$ cat src/rtl/bsk_prm_pkg.sv
// Shared parameters for the relay command/feedback path.
//   COM_WIDTH   - number of relay channels
//   COM_IDLE    - inactive (all-off, active-low) command/feedback word
//   *_DEF       - default prescaler, debounce and mismatch-timer settings
package bsk_prm_pkg;
  localparam int          COM_WIDTH = 16;
  localparam logic [15:0] COM_IDLE  = 16'hFFFF;
  localparam int          DIV_DEF   = 100;
  localparam int          FILT_DEF  = 8;
  localparam int          MIS_T_DEF = 50;

  typedef logic [COM_WIDTH-1:0] com_word_t;
endpackage

$ cat src/rtl/com_filter_ch.sv
// One relay channel: feedback debounce plus command/feedback mismatch timer.
//   clk, rst_n  - clock, async active-low reset
//   tick        - filter sample strobe
//   fb          - synchronized raw feedback bit (active-low)
//   com         - synchronized command bit (active-low)
//   en_n        - synchronized terminal-block enable (active-low)
//   comt        - debounced feedback bit (active-low)
//   mis         - mismatch flag (active-high)
module com_filter_ch #(
  parameter int FILT  = 8,
  parameter int MIS_T = 50
) (
  input  logic clk,
  input  logic rst_n,
  input  logic tick,
  input  logic fb,
  input  logic com,
  input  logic en_n,
  output logic comt,
  output logic mis
);
  localparam logic [3:0] FILT_M1 = 4'(FILT - 1);
  localparam logic [7:0] MIS_MAX = 8'(MIS_T);
  localparam logic [7:0] MIS_M1  = 8'(MIS_T - 1);

  logic [3:0] cnt_q, cnt_d;
  logic [7:0] mcnt_q, mcnt_d;
  logic       comt_q, comt_d;
  logic       mis_q, mis_d;

  always_comb begin
    cnt_d  = cnt_q;
    comt_d = comt_q;
    mcnt_d = mcnt_q;
    mis_d  = mis_q;
    if (tick) begin
      // Debounce: a run of FILT differing ticks is needed to accept a change.
      if (fb != comt_q) begin
        if (cnt_q == FILT_M1) begin
          comt_d = fb;
          cnt_d  = '0;
        end else begin
          cnt_d = cnt_q + 4'd1;
        end
      end else begin
        cnt_d = '0;
      end
      // Mismatch timer compares against the debounced value held before this tick.
      if (!en_n && (comt_q != com)) begin
        if (mcnt_q != MIS_MAX) mcnt_d = mcnt_q + 8'd1;
        if (mcnt_q >= MIS_M1)  mis_d  = 1'b1;
      end else begin
        mcnt_d = '0;
        mis_d  = 1'b0;
      end
    end
  end

  always_ff @(posedge clk or negedge rst_n) begin
    if (!rst_n) begin
      cnt_q  <= '0;
      comt_q <= 1'b1;
      mcnt_q <= '0;
      mis_q  <= 1'b0;
    end else begin
      cnt_q  <= cnt_d;
      comt_q <= comt_d;
      mcnt_q <= mcnt_d;
      mis_q  <= mis_d;
    end
  end

  assign comt = comt_q;
  assign mis  = mis_q;
endmodule

$ cat src/rtl/com_test_filter.sv
// Relay feedback filter: synchronizes and debounces the relay feedback
// contacts and flags channels whose filtered feedback disagrees with the
// command while the terminal block is enabled.
//   iClk, iRes  - clock, async active-low reset
//   iComFb     - raw feedback contacts (active-low, async)
//   iCom       - commanded outputs (active-low, async)
//   iEnable    - terminal-block enable (active-low, async)
//   oComT      - debounced feedback word (active-low)
//   oMismatch  - per-channel disagreement flags
//   oFault     - registered valid AND any mismatch
//   oValid     - filters settled since reset
module com_test_filter
  import bsk_prm_pkg::*;
#(
  parameter int DIV   = DIV_DEF,
  parameter int FILT  = FILT_DEF,
  parameter int MIS_T = MIS_T_DEF
) (
  input  logic                 iClk,
  input  logic                 iRes,
  input  logic [COM_WIDTH-1:0] iComFb,
  input  logic [COM_WIDTH-1:0] iCom,
  input  logic                 iEnable,
  output logic [COM_WIDTH-1:0] oComT,
  output logic [COM_WIDTH-1:0] oMismatch,
  output logic                 oFault,
  output logic                 oValid
);
  localparam logic [15:0] DIV_M1  = 16'(DIV - 1);
  localparam logic [3:0]  FILT_M1 = 4'(FILT - 1);

  com_word_t   fb_s1_q, fb_s2_q, com_s1_q, com_s2_q;
  logic        en_s1_q, en_s2_q;
  logic [15:0] pre_q, pre_d;
  logic [3:0]  vcnt_q, vcnt_d;
  logic        valid_q, valid_d;
  logic        fault_q, fault_d;
  logic        tick;

  // Two-flop synchronizers; reset to the inactive (high) level.
  always_ff @(posedge iClk or negedge iRes) begin
    if (!iRes) begin
      fb_s1_q  <= COM_IDLE;
      fb_s2_q  <= COM_IDLE;
      com_s1_q <= COM_IDLE;
      com_s2_q <= COM_IDLE;
      en_s1_q  <= 1'b1;
      en_s2_q  <= 1'b1;
    end else begin
      fb_s1_q  <= iComFb;
      fb_s2_q  <= fb_s1_q;
      com_s1_q <= iCom;
      com_s2_q <= com_s1_q;
      en_s1_q  <= iEnable;
      en_s2_q  <= en_s1_q;
    end
  end

  assign tick = (pre_q == DIV_M1);

  always_comb begin
    pre_d   = tick ? 16'd0 : pre_q + 16'd1;
    vcnt_d  = vcnt_q;
    valid_d = valid_q;
    // oValid latches on the FILT-th tick: the first point a change could have passed.
    if (tick && !valid_q) begin
      if (vcnt_q == FILT_M1) valid_d = 1'b1;
      else                   vcnt_d  = vcnt_q + 4'd1;
    end
    fault_d = valid_q & (|oMismatch);
  end

  always_ff @(posedge iClk or negedge iRes) begin
    if (!iRes) begin
      pre_q   <= '0;
      vcnt_q  <= '0;
      valid_q <= 1'b0;
      fault_q <= 1'b0;
    end else begin
      pre_q   <= pre_d;
      vcnt_q  <= vcnt_d;
      valid_q <= valid_d;
      fault_q <= fault_d;
    end
  end

  for (genvar i = 0; i < COM_WIDTH; i++) begin : g_ch
    com_filter_ch #(.FILT(FILT), .MIS_T(MIS_T)) u_ch (
      .clk  (iClk),
      .rst_n(iRes),
      .tick (tick),
      .fb   (fb_s2_q[i]),
      .com  (com_s2_q[i]),
      .en_n (en_s2_q),
      .comt (oComT[i]),
      .mis  (oMismatch[i])
    );
  end

  assign oValid = valid_q;
  assign oFault = fault_q;
endmodule

$ cat config.mk
export PLATFORM = sky130hd
export DESIGN_NAME = com_test_filter
export DESIGN_NICKNAME = d
export VERILOG_FILES = /design/src/rtl/bsk_prm_pkg.sv /design/src/rtl/com_filter_ch.sv /design/src/rtl/com_test_filter.sv
export SDC_FILE = /design/constraint.sdc
export NUM_CORES = 1
export LEC_CHECK = 0
export CAP_MARGIN = 20
export CORE_UTILIZATION = 30
export CTS_BUF_LIST = sky130_fd_sc_hd__clkbuf_16
export CTS_CLUSTER_SIZE = 10
export DETAILED_ROUTE_END_ITERATION = 10
export PLACE_DENSITY = 0.51
export SYNTH_ARGS = -nofsm -noshare
export SYNTH_HDL_FRONTEND = slang
export SYNTH_HIERARCHICAL = 1
export SYNTH_SLANG_ARGS = --single-unit
$ cat constraint.sdc
create_clock -name iClk -period 6.79 [get_ports iClk]
set_input_delay 2.037 -clock iClk [delete_from_list [all_inputs] [get_ports iClk]]
set_output_delay 2.037 -clock iClk [all_outputs]
set_load 0.05 [all_outputs]
==> flow_summary.toml <==
# implementation run metrics
[outcome]
result_of_the_run = "complete, no violations"

[finish]
largestRegisters = "g_ch.u_ch/mcnt_q x128, g_ch.u_ch/cnt_q x64"
regMostFlops = "g_ch.u_ch/mcnt_q"
layout-drive-gt1-share = 0.1257
largest_register_ff_count = 128
final_nets = 1787
mostFrequentLayoutCells = "dfrtp_1, o21ai_0, nand2_1, nand3_1, nor2_1"
post-route-util = 0.3602
syn_to_final_growth_pct = 17.81
final_instance_count_without_filler_cells = 2382
num_antenna_cells = 0
lay_top_count = "dfrtp_1"

[drt]
drt_pass1_iterations = 5
postRouteAntennaNets = 0
iteration_0_drc_markers = 681
vias_per_cell = 4.961
post_route_drc = 0

[floorplan]
num_rows = 83
die.size.y_um = 231.4
top_level_ports = 69
dieArea_um2 = 53530
core_area_um2 = 51610
core_util_floorplan = 0.3058
dieWidth_um = 231.4

[logic_synthesis]
synth_dominant_cell_count = "dfrtp_1"
yosysCellCount = 1567
synth_adder_area_share = 0.06501
synth_sequential_area_ratio = 0.5012
synthFlopType = "dfrtp_1"
yosys_warnings = 6
netlist.top_cell.by_area = "dfrtp_1"
synth-edff-count = 0
synthTopCellsByCount = "dfrtp_1, o21ai_0, nand2_1"
mux_share = 0.02323
postSynth.asyncResetShare = 1.000
ys_types = 46
synth.avg_cell_area_um2 = 10.07
ys_chip_area_um2 = 15780
synth-seq-cells = 312
netlist_area_um2 = 15780
xor_area_frac = 0.04258
ys_sh_simple = 0.2089
synthesis.instances = 1567
area_leaders = "dfrtp_1, dfstp_2, ha_1"
yosys-dominant-comb-family = "simple AND/OR/NAND/NOR gates"
top_cell_area_share = 0.3647
synth_nets = 1684
synth.cellmix.compoundShare = 0.1386

[final_timing]
post-route-min-period_ps = 4044
timing.max_slew.rel_slack = 0.2974
count_of_endpoints_failing_hold_in_the_final_timing_report = 0
fin_skew_ps = 17.09
worst_slew_pin_slew_ps = 1044
layout_setup_ws_ps = 2746
clock.fmax_mhz = 247.3
post-route-period-util = 0.5956
setup_tns_ps = 0
final-setup-viol-count = 0
maxSlewViolCount = 0
setup_repair_after_global_routing_missed_its_margin = "no"

[power]
power.density_nw_per_um2 = 216.8
peakVddDrop_uv = 176.6
leakage_nw = 7.547

[clock_network]
maximum_clock_insertion_buffer_count = 3
tritoncts = "built"
cts_hold_repair.buffers = 0
cts-htree-levels = 2
post_cts_resized = 0
cts-root-buf = "clkbuf_16"
clock_pin_transition_on_the_worst_setup_and_hold_timing_paths_ps = 60
post_cts.repair.setup_buffers = 0
num_clock_sinks = 312
insertion_delay_ps = 560
cts-buffers-inserted = 42

[flow_run]
cap_violations = 0
number_of_warnings_the_tools_reported = 76

[global_route]
grt_max_degree = 115
antenna_found_initial = 1
grt_first_pass_wirelength_um = 58120
first_global_vias = 11844
grt_overflow_total = 0

[worst_setup_path]
critical_path.endpoint_type = "primary output"
critical_path_buf_inv_count = 1
required_ps = 4750
setup.worst_path.start_class = "flop"
cp_cell_sequence = "clkdlybuf4s50_1"
cpPeakStageDelay_ps = 860
critical_path.top_delay_family = "buffers and inverters"
critPathSlowestCell = "clkdlybuf4s50_1"
critical_path.reg2reg.startpoint = "pre_q[2]$_DFF_PN0_"
worst-endpoint-arrival_ps = 2010
worst-setup-path-type = "flop to primary output"
worst_setup_path_startpoint = "g_ch[13].u_ch/comt$_DFFE_PN1P_"
path_max_fanout = 5

[place]
placedCellCount = 2306
placement.io_buffers = 68
post-place-ws_ps = 3253
place_hpwl_um = 22680
finalWeightedCongestion = 0.8085

[hold_path]
worst_hold_startpoint = "fb_s1_q[5]$_DFF_PN1_"
hold_path.class = "flop to flop"
[path summary, 6_finish.rpt]
kind / to / cells after the start / slack, ps
max: oComT[13] / 1 / 2750
min in group asynchronous: g_ch[5].u_ch/mcnt_q[5]$_DFFE_PN0P_ / 1 / 1440
min: fb_s2_q[5]$_DFF_PN1_ / 0 / 350
max in group asynchronous: g_ch[3].u_ch/mcnt_q[4]$_DFFE_PN0P_ / 2 / 4000
max reg2reg: g_ch[14].u_ch/mcnt_q[7]$_DFFE_PN0P_ / 7 / 3580
min reg2reg: fb_s2_q[5]$_DFF_PN1_ / 0 / 350
[layer usage]
layer,vias up,global-route usage,routed length (µm)
met1,5771,0.1671,15930
met5,-,0,13
met3,57,0.02928,1546
li1,5813,-,-
met4,2,0.04905,871
met2,174,0.2168,15950
[stage by stage]
stage	total power, mW	hold WS (ps)	instance area (µm²)
CTS	4.137	349.5	18590
finish	4.031	350.3	18590
floorplan	1.981	345.2	15780
global placement	2.065	345.2	17350
detailed placement	2.065	346.8	17350
global route	4.213	349.2	18590
[final cells by class]
type	count	area, µm²
clock buffers	43	1076
clock inverters	33	167.7
fillers	5095	33020
inverters	68	255.2
multi-input cells	1170	7557
flip-flops and latches	312	7914
well taps	680	850.8
repair buffers	76	770.7
[cells by family after synthesis]
group | count (synthesis)
adder cells (fa/ha/maj) | 82
AND-OR/OR-AND | 355
multiplexers | 34
buffers and inverters | 85
XOR/XNOR | 63
AND/OR/NAND/NOR | 636
flip-flops | 312
[power breakdown]
| part | total [mW] | internal [mW] | switching, mW |
|---|---|---|---|
| Combinational | 0.113 | 0.0392 | 0.0734 |
| Sequential | 1.92 | 1.90 | 0.0173 |
| Clock | 2.00 | 1.18 | 0.828 |
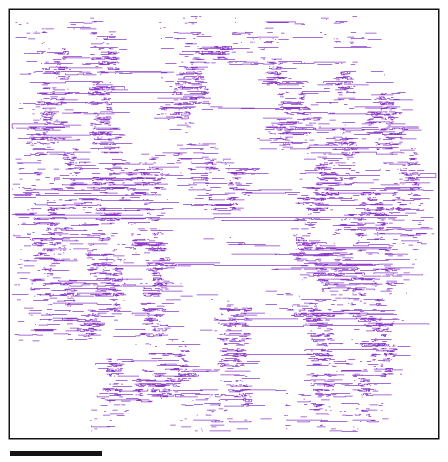
(the metal 1 layer)
Scale bar: 50 µm.
nets with wire on the layer: 1617
main direction: horizontal
longest straight run: 98.7 µm
GR met1 Demand/Resource: 0.1671
total routed wirelength: 34310 µm
count of vias placed by the detailed router: 11817

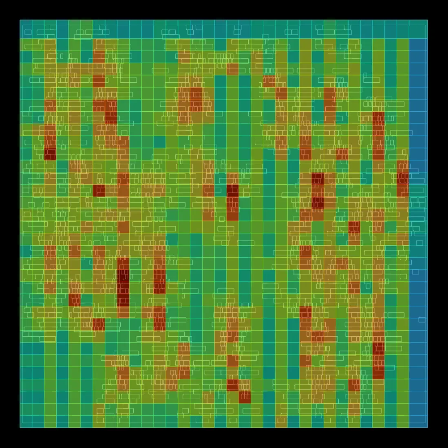
(routing congestion map)
Global Route met3 Usage: 0.02928
global-route total usage across every layer: 0.1314
wire length per cell: 14.40 µm

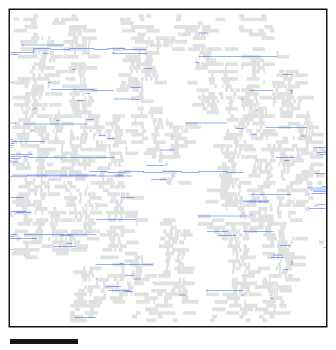
(the metal 3 layer)
Scale bar: 50 µm. Cells faint in the background.
longest straight run: 88.6 µm
wire length on this layer: 1550 µm
main direction: horizontal

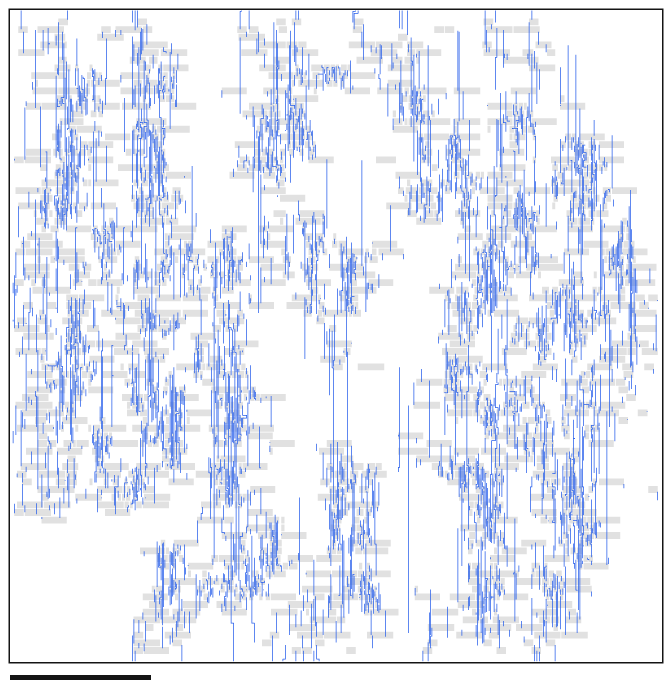
(signal wires on met2)
Scale bar: 50 µm. Cells faint in the background.
nets with wire on the layer: 1453
share of all routed wire: 47%
met2 GRT Util: 0.2168

No activity file was given, so power comes from the tool's default toggle rates.
